### Met1 routing, run 1

Scale: 8 px per micron. Supply wires on this layer in gray.
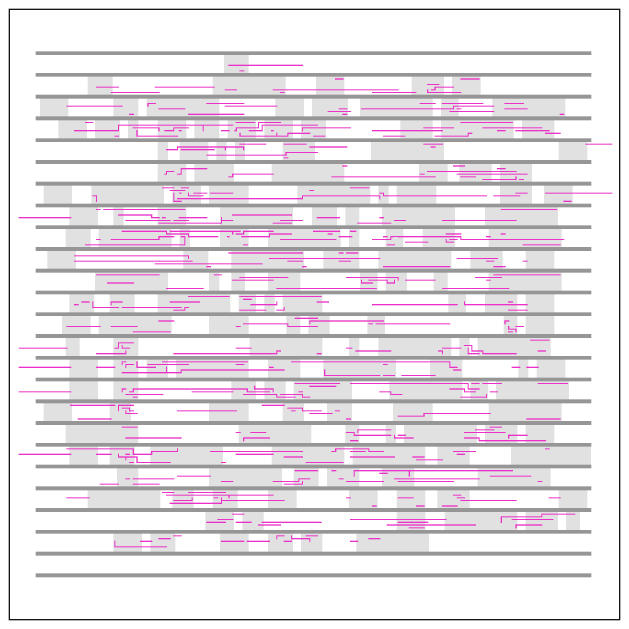
### Register map, names as in the netlist, run 1

Scale: 6 px per micron. Other sequential cells in the stronger gray, the rest of the logic in the fainter gray.
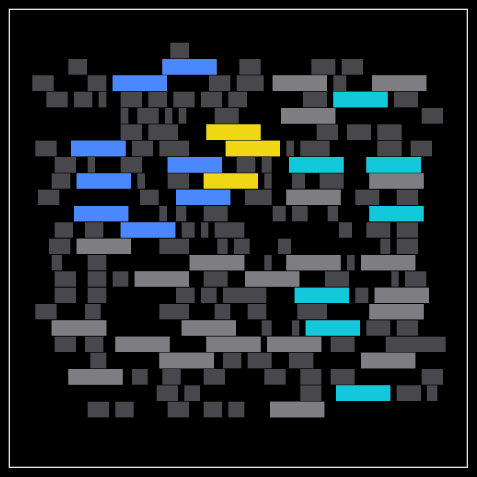
### Signal wires by layer, run 1

Scale: 6 px per micron. Only two layers are drawn.
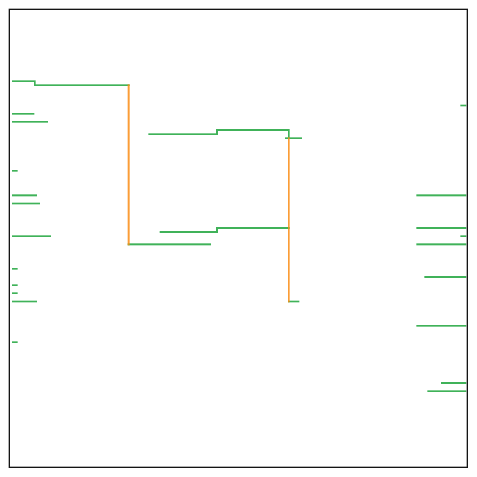
File: config.mk
export PLATFORM = sky130hd
export DESIGN_NAME = addsub_serial_nb
export DESIGN_NICKNAME = d
export VERILOG_FILES = /design/src/rtl/addsub_serial_nb.sv
export SDC_FILE = /design/constraint.sdc
export NUM_CORES = 1
export LEC_CHECK = 0
export CAP_MARGIN = 25
export CELL_PAD_IN_SITES_DETAIL_PLACEMENT = 1
export CELL_PAD_IN_SITES_GLOBAL_PLACEMENT = 1
export CORE_MARGIN = 3
export CORE_UTILIZATION = 35
export DETAILED_ROUTE_END_ITERATION = 6
export GPL_ROUTABILITY_DRIVEN = 0
export GPL_TIMING_DRIVEN = 0
export PLACE_DENSITY_LB_ADDON = 0.1
export SLEW_MARGIN = 20
export SYNTH_ARGS = -nofsm -noshare
export SYNTH_HDL_FRONTEND = slang
export SYNTH_SLANG_ARGS = --single-unit
File: constraint.sdc
create_clock -name clk_i -period 5.2 [get_ports clk_i]
set_clock_uncertainty 0.05 [all_clocks]
set_input_delay 0.52 -clock clk_i [delete_from_list [all_inputs] [get_ports clk_i]]
set_output_delay 0.52 -clock clk_i [all_outputs]
set_load 0.05 [all_outputs]
File: src/rtl/addsub_serial_nb.sv
// Digit-serial two's-complement adder/subtractor with a start/done handshake.
//
// Processes DIGIT bits per clock through a DIGIT-bit ripple chain, LSB digit
// first. An operation takes N = WIDTH/DIGIT cycles in RUN, followed by a
// one-cycle DONE. A start seen in DONE chains straight into the next operation.
//
// Ports:
//   clk_i    clock, all state changes on the rising edge
//   rst_ni   asynchronous active-low reset
//   start_i  request an operation (sampled in IDLE or DONE only)
//   sub_i    0: num1 + num2, 1: num1 - num2 (sampled with start)
//   num1_i   first operand (sampled with start)
//   num2_i   second operand (sampled with start)
//   busy_o   high while the digit loop is running
//   done_o   one-cycle pulse after a result has been written
//   out_o    result, held between completions
//   cout_o   carry out of the MSB (sub: 1 = no borrow)
//   ovf_o    signed overflow (carry into MSB xor carry out of MSB)
//   zero_o   result is zero
module addsub_serial_nb #(
  parameter int unsigned WIDTH = 8,
  parameter int unsigned DIGIT = 1
) (
  input  logic             clk_i,
  input  logic             rst_ni,
  input  logic             start_i,
  input  logic             sub_i,
  input  logic [WIDTH-1:0] num1_i,
  input  logic [WIDTH-1:0] num2_i,
  output logic             busy_o,
  output logic             done_o,
  output logic [WIDTH-1:0] out_o,
  output logic             cout_o,
  output logic             ovf_o,
  output logic             zero_o
);

  localparam int unsigned N    = WIDTH / DIGIT;
  localparam int unsigned CntW = (N > 1) ? $clog2(N) : 1;

  if ((WIDTH < 2) || (DIGIT == 0) || ((WIDTH % DIGIT) != 0)) begin : gen_param_check
    $error("addsub_serial_nb: WIDTH must be >= 2 and DIGIT must divide WIDTH");
  end

  typedef enum logic [1:0] {StIdle, StRun, StDone} state_e;

  state_e            state_q, state_d;
  logic [WIDTH-1:0]  a_q, a_d;
  logic [WIDTH-1:0]  b_q, b_d;
  logic [WIDTH-1:0]  s_q, s_d;
  logic              carry_q, carry_d;
  logic [CntW-1:0]   cnt_q, cnt_d;
  logic [WIDTH-1:0]  out_q, out_d;
  logic              cout_q, cout_d;
  logic              ovf_q, ovf_d;
  logic              zero_q, zero_d;

  // Ripple chain over the low DIGIT bits of A and B.
  // chain[i] is the carry into bit i of the digit; chain[DIGIT] is the carry out.
  logic [DIGIT:0]    chain;
  logic [DIGIT-1:0]  dsum;

  always_comb begin
    chain    = '0;
    dsum     = '0;
    chain[0] = carry_q;
    for (int i = 0; i < DIGIT; i++) begin
      dsum[i]    = a_q[i] ^ b_q[i] ^ chain[i];
      chain[i+1] = (a_q[i] & b_q[i]) | (chain[i] & (a_q[i] ^ b_q[i]));
    end
  end

  // Result register shifted right with the new digit entering at the top,
  // so after N digits the LSB digit has reached bit 0.
  logic [WIDTH-1:0] s_shift;

  always_comb begin
    s_shift                    = s_q >> DIGIT;
    s_shift[WIDTH-1 -: DIGIT]  = dsum;
  end

  always_comb begin
    state_d = state_q;
    a_d     = a_q;
    b_d     = b_q;
    s_d     = s_q;
    carry_d = carry_q;
    cnt_d   = cnt_q;
    out_d   = out_q;
    cout_d  = cout_q;
    ovf_d   = ovf_q;
    zero_d  = zero_q;
    busy_o  = (state_q == StRun);
    done_o  = (state_q == StDone);

    case (state_q)
      StIdle, StDone: begin
        if (start_i) begin
          // Subtraction is num1 + ~num2 + 1: invert B and seed the carry.
          a_d     = num1_i;
          b_d     = sub_i ? ~num2_i : num2_i;
          carry_d = sub_i;
          cnt_d   = '0;
          state_d = StRun;
        end else if (state_q == StDone) begin
          state_d = StIdle;
        end
      end
      StRun: begin
        a_d     = a_q >> DIGIT;
        b_d     = b_q >> DIGIT;
        s_d     = s_shift;
        carry_d = chain[DIGIT];
        cnt_d   = cnt_q + 1'b1;
        if (cnt_q == CntW'(N - 1)) begin
          // Last digit: its MSB is the word MSB, so chain[DIGIT-1] is the
          // carry into the word MSB.
          out_d   = s_shift;
          cout_d  = chain[DIGIT];
          ovf_d   = chain[DIGIT-1] ^ chain[DIGIT];
          zero_d  = (s_shift == '0);
          state_d = StDone;
        end
      end
      default: state_d = StIdle;
    endcase
  end

  always_ff @(posedge clk_i or negedge rst_ni) begin
    if (!rst_ni) begin
      state_q <= StIdle;
      a_q     <= '0;
      b_q     <= '0;
      s_q     <= '0;
      carry_q <= 1'b0;
      cnt_q   <= '0;
      out_q   <= '0;
      cout_q  <= 1'b0;
      ovf_q   <= 1'b0;
      zero_q  <= 1'b0;
    end else begin
      state_q <= state_d;
      a_q     <= a_d;
      b_q     <= b_d;
      s_q     <= s_d;
      carry_q <= carry_d;
      cnt_q   <= cnt_d;
      out_q   <= out_d;
      cout_q  <= cout_d;
      ovf_q   <= ovf_d;
      zero_q  <= zero_d;
    end
  end

  assign out_o  = out_q;
  assign cout_o = cout_q;
  assign ovf_o  = ovf_q;
  assign zero_o = zero_q;

endmodule

==> impl_metrics.py, run 1 <==
# Metrics from the implementation run
metrics = {
    "outcome": {
        "outcome": "completed",
    },
    "route": {
        "firstDrtPassIters": 4,
        "antenna_left": 0,
        "dr_wl_met3_microns": 166,
    },
    "power": {
        "combPwrFrac": 0.477,
        "pwr-share-clk": 0.148,
        "seq_power_share": 0.375,
        "internal_power_w": 0.000908,
    },
    "synthesis": {
        "ys_seq_share": 0.582,
        "yosysWarningCount": 0,
        "synth.distinct_cells": 22,
        "netlist_area_sq_um": 1720,
        "ys.flops": 40,
    },
    "floorplanning": {
        "num_rows": 24,
        "fp_util": 0.379,
        "num_io_pins": 33,
    },
    "clocking": {
        "postCtsResizedCells": 0,
    },
    "min_path": {
        "hold_class": "primary input to asynchronous set/reset pin",
    },
    "final_timing": {
        "fin_crit_ns": 2.67,
        "final_hold_viol_count": 0,
        "setup_tns_ns": 0,
    },
    "layout": {
        "fin_cells": 232,
        "final_cell_mix": "dfrtp_1, clkdlybuf4s50_1, mux2_2",
    },
    "global_route": {
        "grt_pass1_wl_mm": 5.98,
        "grt_max_degree": 24,
    },
    "job": {
        "drv_cap": 0,
    },
    "place": {
        "numPortBuffers": 31,
    },
}
Notes on 'Met1 routing' above:
The layer carries 1,520 microns of wire. The layer holds 43% of the routed length. The wires run mostly horizontal.
met1 usage: 0.159
final wirelength: 3.51 mm
routed via count: 1,155

Notes on 'Register map, names as in the netlist' above:
Key: yellow = cnt_q [placed flops 3]; cyan = s_q [placed flops 7]; blue = b_q [placed flops 8]
Seq. pwr: 0.000551 W
Flop area: 1000 sq um
sequential cell area share: 0.449

Notes on 'Signal wires by layer' above:
Key: orange = M4 [wire length 53.7 microns]; green = M3 [wire length 166 microns]
wire per inst: 15.1 microns
Total GRT Usage: 0.132

## run 1: power by group through the flow
| stage | sequential, W | combinational, W | clock (W) |
|---|---|---|---|
| 6_report | 0.000551 | 0.000701 | 0.000218 |
| 5_1_grt | 0.000575 | 0.000762 | 0.000238 |
| 4_1_cts | 0.000554 | 0.000715 | 0.000225 |
| 3_5_place_dp | 0.000559 | 0.000711 | 0 |
| 3_3_place_gp | 0.000550 | 0.000690 | 0 |
| 2_1_floorplan | 0.000671 | 0.000381 | 0 |
## run 1: cell type report
type	count	area, sq um	share of cell area
flip-flops and latches	40	1000	0.449
multi-input cells	77	654	0.293
repair buffers	32	333	0.149
clock buffers	7	96.3	0.0432
well taps	65	81.3	0.0365
plain buffers	9	57.6	0.0258
inverters	2	7.51	0.00337
## run 1: cell usage after synthesis
master and count:
a21o_1 8, a221o_1 7, a22o_1 12, buf_2 4, buf_4 1, buf_6 2
clkbuf_1 2, dfrtp_1 40, fa_1 1, ha_1 2, inv_1 2, mux2_2 17
nand2_1 3, nand2b_1 1, nand3b_1 1, nor2_1 7, nor2_2 1, nor2b_1 3
nor4_1 2, o21ai_0 3, xnor2_1 8, xor2_1 1
## run 1: kinds of logic (layout without fill, tap and decap cells)
kind of cell	Yosys count	after routing	synth area share
simple gates	18	18	0.0516
xor+xnor	9	9	0.0458
buf+inv	11	50	0.0378
fa+ha+maj	3	3	0.0262
mux	17	17	0.111
compound gates	30	30	0.145
flops	40	40	0.582
## run 1: routing by layer
layer | GRT usage | vias to the layer above
li1 | - | 537
met3 | 0.0437 | 5
met5 | 0 | -
met4 | 0.0489 | 0
met1 | 0.159 | 587
met2 | 0.219 | 26
## run 1: registers in the layout, summed over array words and instances, names as in the netlist
signal and flops:
a_q 8, b_q 8, carry_q 1, cnt_q 3, cout_o 1, out_o 8, ovf_o 1, s_q 7
state_q 2, zero_o 1
## run 1: worst max path at each step
stage / start / end / slack, ns
after floorplan: state_q[0] / done_o / 3.54
after global placement: rst_ni / b_q[4] / 2.61
after detailed placement: state_q[0] / busy_o / 2.83
after CTS: state_q[0] / busy_o / 2.50
after global routing: state_q[0] / busy_o / 2.41
final: state_q[0] / busy_o / 2.53
## run 1: worst max-delay path, stage by stage (launching register included)
cell and delay, ns:
dfrtp_1 0.40, nor2b_1 0.16, buf_4 0.19, buf_2 0.23
clkdlybuf4s50_1 0.83
## run 1: through the flow
stage	utilization	hold slack, ns	power [W]	worst slack (ns)	area (sq um)
after floorplan	-	0.174	0.00105	3.54	1720
after global placement	0.466	0.408	0.00124	2.61	2110
after detailed placement	0.471	0.420	0.00127	2.83	2130
after CTS	0.492	0.134	0.00149	2.50	2230
after global routing	0.492	0.145	0.00157	2.41	2230
final	0.492	0.130	0.00147	2.53	2230
### The metal 3 layer, run 1

Scale: 4 px per micron.
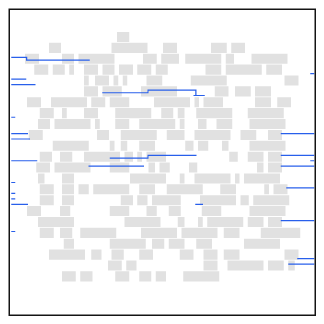

--- run 2 (diff from run 1) ---
Clock period 5.2 ns to 2.71 ns, I/O delays scaled along.
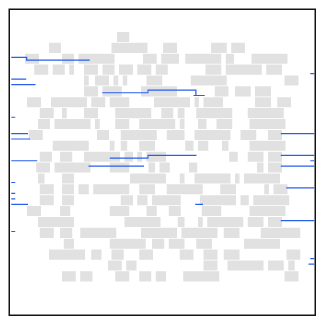
*The metal 3 layer, run 2*
Scale: 4 px per micron.
The wires run mostly horizontal. The longest straight run is 15.6 microns. The layer carries 158 microns of wire. 22 nets have wire on it.
final wirelength: 3.53 mm
routed via count: 1,159
met3 global-route usage: 0.0437

==> run 2 against run 1 <==
Net effect:
- clock power is 92% higher
- largest cell class unchanged
- cell count increased by 0.43%
- hold slack gained 0.29 ns
- utilization grew 0.22 points
- synthesized cell count did not move
- power increased by 92%
- critical path type unchanged
- combinational power increased by 93%
==> impl_metrics.py, run 2 <==
# Metrics from the implementation run
metrics = {
    "synthesis": {
        "synth_top_cell_by_area": "dfrtp_1",
        "synth.distinct_cells": 22,
        "ys.flops": 40,
        "syn_area_per_cell_sq_um": 13.4,
        "yosysWarningCount": 0,
        "ys_seq_share": 0.582,
        "synthArstFlopShare": 1.00,
        "top_cell": "dfrtp_1",
        "ys_dominant_reg_cell": "dfrtp_1",
        "netlist_area_sq_um": 1720,
        "edf_count": 0,
        "synthTopCellsByCount": "dfrtp_1, mux2_2, a22o_1, a21o_1, xnor2_1",
        "ys_chip_area_sq_um": 1720,
        "syn-num-nets": 151,
    },
    "final_timing": {
        "fin_crit_ns": 2.43,
        "worst_pin_slew_ns": 0.503,
        "final_hold_viol_count": 0,
        "setup_tns_ns": 0,
        "finalWorstSetupSlack_ns": 0.284,
        "fin_crit_sh": 0.895,
    },
    "route": {
        "antenna_left": 0,
        "firstDrtPassIters": 4,
        "vias_per_cell": 4.97,
    },
    "job": {
        "drv_cap": 0,
    },
    "global_route": {
        "grt_max_degree": 24,
        "track_usage": 0.132,
        "grt_pass1_wl_mm": 6.02,
    },
    "place": {
        "place_inst": 225,
        "numPortBuffers": 31,
        "dpl_cell_area_sq_um": 2130,
        "dp_slack_ns": 0.588,
    },
    "clocking": {
        "postCtsResizedCells": 0,
        "htreeDepth": 2,
    },
    "setup_path": {
        "cpMaxStageDelayCell": "clkdlybuf4s50_1",
        "cp_cell_sequence": "nor2b_1 > buf_4 > buf_2 > clkdlybuf4s50_1",
        "endpoint_kind": "output port",
        "path_class": "flip-flop to output port",
        "slowest_delay_ns": 0.83,
    },
    "floorplanning": {
        "core-area_sq_um": 4530,
        "num_io_pins": 33,
        "num_rows": 24,
        "fp_util": 0.379,
    },
    "layout": {
        "diodes": 0,
        "layout_top_cell": "dfrtp_1",
        "fin_cells": 233,
        "syn2layout_area_growth_pct": 30.3,
        "stdcell_area_sq_um": 2240,
        "final_cell_mix": "dfrtp_1, clkdlybuf4s50_1, mux2_2",
    },
    "outcome": {
        "outcome": "completed",
    },
    "min_path": {
        "hold_class": "primary input to asynchronous set/reset pin",
    },
}
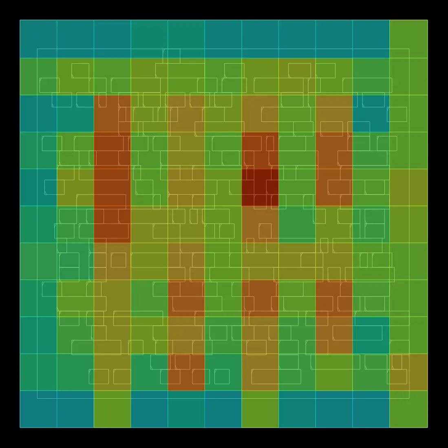
*Routing congestion, run 2*
wire per inst: 15.1 microns
GRT Max-Usage Layer: met2
Final Core Density: 0.494

-- run 2: netlist changes by cell type in the layout (fill, tap and decap cells not counted), sizes merged --
cell,previous run,this run
dlygate4sd3,0,1
-- run 2: timing repair --
item | 4_1_cts | 5_1_grt
hold endpoints to repair | 17 | 0
hold buffers | 1 | 0
buffers inserted | 0 | 0
-- run 2: critical path, delay by kind of cell, from the launching register on --
kind	cells	cell delay, ns
buf+inv	3	1.25
flops	1	0.40
simple gates	1	0.16
-- run 2: per-stage QoR --
| step | hold slack [ns] | power (W) |
|---|---|---|
| global placement | 0.408 | 0.00238 |
| global route | 0.450 | 0.00302 |
| finish | 0.419 | 0.00282 |
| floorplan | -0.0746 | 0.00202 |
| CTS | 0.421 | 0.00287 |
| detailed placement | 0.196 | 0.00244 |
-- run 2: path summary, 6_finish.rpt --
check	cells past startpoint	to	slack, ns	from
worst min-delay path	2	out_o[6]	0.42	rst_ni
max in group asynchronous	3	b_q[0]	1.72	rst_ni
min in group clk_i	1	a_q[4]	0.43	a_q[4]
worst min register to register	1	a_q[4]	0.43	a_q[4]
worst max register to register	5	cout_o	0.88	cnt_q[0]
worst max-delay path	4	busy_o	0.28	state_q[0]
-- run 2: kinds of logic (layout without fill, tap and decap cells) --
family / after synthesis / after routing / share of synthesized area
compound gates: 30 / 30 / 0.145
fa+ha+maj: 3 / 3 / 0.0262
simple gates: 18 / 18 / 0.0516
flops: 40 / 40 / 0.582
buf+inv: 11 / 51 / 0.0378
xor+xnor: 9 / 9 / 0.0458
mux: 17 / 17 / 0.111
-- run 2: cell type report --
| cell class | instances | area, sq um | area share |
|---|---|---|---|
| sequential | 40 | 1000 | 0.447 |
| multi-input combinational | 77 | 654 | 0.292 |
| timing repair buffer | 33 | 343 | 0.153 |
| clock buffer | 7 | 96.3 | 0.0430 |
| tap | 65 | 81.3 | 0.0363 |
| buffer | 9 | 57.6 | 0.0257 |
| inverter | 2 | 7.51 | 0.00335 |
-- run 2: power breakdown --
group / internal [W] / leakage [nW] / switching, W
Clock: 0.000227 / 0.0503 / 0.000191
Sequential: 0.000879 / 0.496 / 0.000178
Combinational: 0.000637 / 0.472 / 0.000709
Total: 0.00174 / 1.02 / 0.00108
-- run 2: per-layer routing --
layer  vias up  share of wire  routed length (microns)  GRT usage
li1        539              -                        -          -
met1       589           0.43                     1530      0.159
met2        26           0.51                     1780      0.222
met3         5          0.045                      157     0.0437
met4         0          0.015                       53     0.0489
met5         -              0                        0          0
Power is estimated from default activity; no workload was simulated.
